Run 1, pin placement:
Drawn at 1 px/um. Pins as bars across the die edge, other pins in grey.
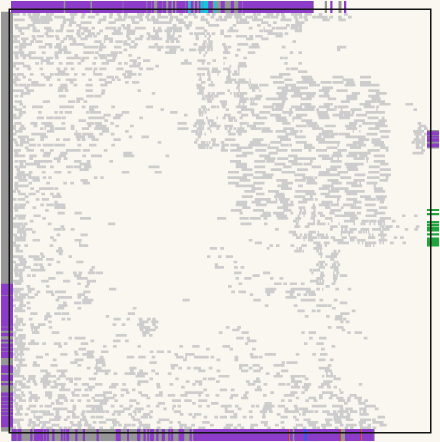
Run 1, placed cells, one colour a class:
Drawn at 1 px/um.
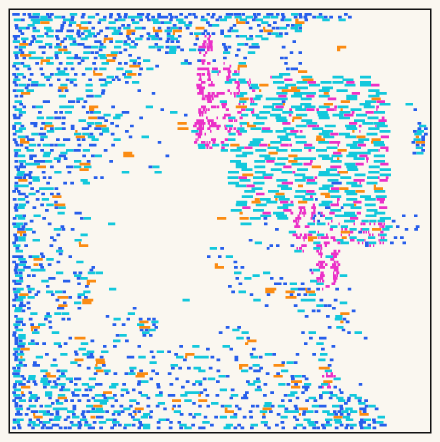
Run 1, wiring by layer:
Drawn at 1 px/um.
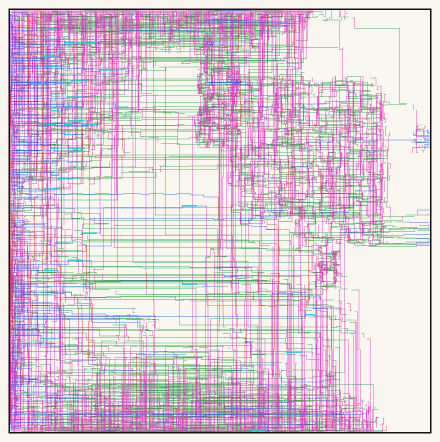
Run 1, cell density map:
Drawn at 1 px/um. The die is cut into 21 by 21 equal tiles; black is low, pale yellow is high, 0 to 100% covered.
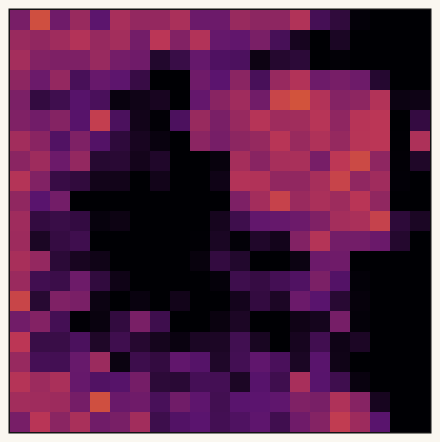
==> config.mk <==
export PLATFORM = sky130hd
export DESIGN_NAME = cmac_tx_len_emitter
export DESIGN_NICKNAME = d
export VERILOG_FILES = /design/src/rtl/cmac_emitter_pkg.sv /design/src/rtl/cmac_len_fifo.sv /design/src/rtl/cmac_tx_len_emitter.sv
export SDC_FILE = /design/constraint.sdc
export NUM_CORES = 1
export LEC_CHECK = 0
export CAP_MARGIN = 20
export CORE_AREA = 2 2 418 420
export CTS_CLUSTER_SIZE = 14
export DETAILED_ROUTE_END_ITERATION = 12
export DIE_AREA = 0 0 420 422
export HOLD_SLACK_MARGIN = 0.06
export PLACE_DENSITY = 0.41
export SETUP_SLACK_MARGIN = 0.05
export SYNTH_ARGS = -nofsm -noshare
export SYNTH_HDL_FRONTEND = slang
export SYNTH_HIERARCHICAL = 1
export SYNTH_SLANG_ARGS = --single-unit
==> constraint.sdc <==
create_clock -name clk -period 8.1 [get_ports clk]
set_clock_uncertainty 0.2 [all_clocks]
set_input_delay 2.025 -clock clk [delete_from_list [all_inputs] [get_ports clk]]
set_output_delay 2.025 -clock clk [all_outputs]
set_load 0.01 [all_outputs]
==> run notes <==
flow finished, numbers: share of power burned in registers a little over two fifths, Async S/R FF share, synth 0%, Basic Gates by Area roughly 4.3%, worst path cell trace clkdlybuf4s50_1 > or3_1 > or4_1 > and3_4 > ha_1 > nor3_2 > o21a_1 > or3_1 > mux2i_1 > nand2_1 > o221ai_4 > a21boi_4 > a211oi_2, non-clk buf share a little over a quarter, All-Layer GR Usage approximately 17%, RSZ-0062 raised after global routing false, internal power just under 8 mW, post-route DRC violation count 0, Worst path slowest cell clkdlybuf4s50_1, r2r setup slk between 3 and 4 ns, Post-synth area hogs dfxtp_1 (52%), edfxtp_1 (30%), mux4_2 (5.6%), nand2_1 (1.4%), ha_1 (0.95%), met3 WL about 13,000 um, post-route setup slack about 2.6 ns, Synth Warn # 6, Vias/cell roughly 3.2, root buf cell clkbuf_16, maxcap violations 0, Seq/Total Area, Yosys about 82%, Ant. Diodes 15, final setup fails 0, PD cells between 200 and 300 nW/um2, vias in the first global route 16,100, crit path kind input port to flop, XOR Share, Synth 0.901%, initial antenna violation count about 110, Well Taps around 2,300, Sw Ratio between 20% and 30%, compound-gate portion of the synthesized area 4.39%, sequential share of cell area 46.3%, Commonest flop dfxtp_1, total gr overflow 0, Slew HR between 30% and 40%, critical path's most frequent cell or3_1, hold_buf cts 0, net load switching power approximately 2.4 mW, # fillers ~18,000, Slew Limit Fails 0, Setup TNS 0 ns, FF+latch area roughly 18,000 um2, Post-synth top cells dfxtp_1 (580), edfxtp_1 (224), nand2_1 (84), gpl congestion roughly 0.97, Largest delay share family, worst path simple AND/OR/NAND/NOR gates, Pre-antenna DRT Iters 5, #FFs+latches synth 804, syn avg cell area 17.2 um2, layout cell share with drive strength beyond 1 between 10% and 20%, tool warnings 29, post-CTS resize count 0, minimum clock period after layout roughly 5.5 ns, #MultiIn Comb approximately 440, first-pass GRT wire length between 150,000 and 200,000 um, post-DR wirelength/cell 31.1 um, count leader, synth dfxtp_1, actual slew at the worst max-slew pin about 1 ns, Worst Path Buf+Inv 1, Logic pwr share 8.2%, nonclk buf count 1,073, Inst Count DP 4,659, Post-Layout Cell Count ~5,000, total sequential power approximately 4.4 mW, pre-CTS WS between 1.5 and 2 ns, Largest cell class sequential cells, Gate Area between 3000 and 4000 um2, hold slack 0.255 ns, Area Growth Syn to Fin 77.2%, largest net degree at the start of global routing ~57, Post-synth EDFFs 224, CP Depth 13, highest routed layer met5, power share of the clock group between 40% and 50%, CTS sink cnt 804, WP data required 8.48 ns, chip area around 180,000 um2, Max FO, Critical Path 9, Max-area cell share 51.9%, H-tree depth reported by CTS 3, # IOs ~1,100, peak supply drop a little under 200 uV, Final Net Count 2,982, Setup Fix Bufs, Post-CTS 0, DRT met1 WL 63,800 um, distinct lib cells between 70 and 80, Hold Fails Final Rpt 0, clock latency on the worst-skew pair between 0.7 and 0.8 ns, area of the mapped netlist about 22,000 um2, antenna-violating nets left 0, ys cells around 1,300, post-layout period usage between 60% and 70%, mux share 6.25%, clock tree cell share of total cell area under 10%, Synth Instances approximately 1,300, met1 Use GR a little over a fifth, FMAX 0.181 GHz, clock network power around 5 mW, Dominant comb cell multiplexers, CP arrival between 5 and 6 ns, clock tree buffer depth 3, status completed, logic share of the area just under 10%, R2R depth 13, Non-clk invs 15, Hold Crit Class flop to flop, Largest register FFs 512, most used routing layer met2, Initial DRC Count approximately 950, Flop Count approximately 800, most common logic cells in the final layout clkdlybuf4s50_1 (1,060), dfxtp_1 (578), edfxtp_1 (224), combinational power just over 0.8 mW, Top pwr grp the clock network, Floorplan Nets between 1,500 and 2,000, most used logic cell in the final layout clkdlybuf4s50_1, Clock Pin Slew Worst Setup and Hold Paths 0.06 ns, Setup crit end kind flop, TritonCTS clock tree built, Global Route met3 Usage around 6.3%, GR Util met2 a little over a quarter, area leader, netlist dfxtp_1, layout clock buffer count ~130, Area after DPL 35,900 um2, Adder Share, Synth between 1 and 1.5%, hold path cells 2, startpoint class of the critical path input port, yosys stat area ~22,000 um2, HPWL Detailed between 100,000 and 150,000 um, leak pwr ~14 nW, Power Total roughly 10 mW, metal2 WL 70,600 um, CTS Buf Count roughly 100, largest stage delay on the critical path roughly 0.48 ns
## Picture notes: 'pin placement'
colour	port	pins	direction	edge
cyan	din_mty	6	input	north
purple	dout_data	512	output	229 north, 204 south, 72 west, 7 east
blue	dout_kick	1	output	south
red	pkt_pending	5	output	south
green	dout_bytes	14	output	east
buffers added on ports: 1,061
Die Y: 422 um
chip width: 420 um

## Picture notes: 'placed cells, one colour a class'
colour	class	cells	share of their area
orange	clock drivers and dummy loads	191	10%
blue	remaining buffers and delay cells	1,073	29%
cyan	registers	804	50%
magenta	remaining logic cells	457	11%
row count: 153
final instance area: 39,600 um2
core area: 173,000 um2
Util after Layout: 22.9%

## Picture notes: 'wiring by layer'
colour	layer	wire length
cyan	M5	467 um
magenta	M2	70.6 mm
green	M1	63.8 mm
red	M4	3,500 um
blue	M3	12,900 um
WL final: 151,000 um
DR vias: 15,700

## Picture notes: 'cell density map'
fullest tile	58%
densest ninth of the die	north-west
mean over tiles	21%
nearly empty tiles	24%
Core Density at Floorplan: 12.9%

Power is estimated from default activity; no workload was simulated.
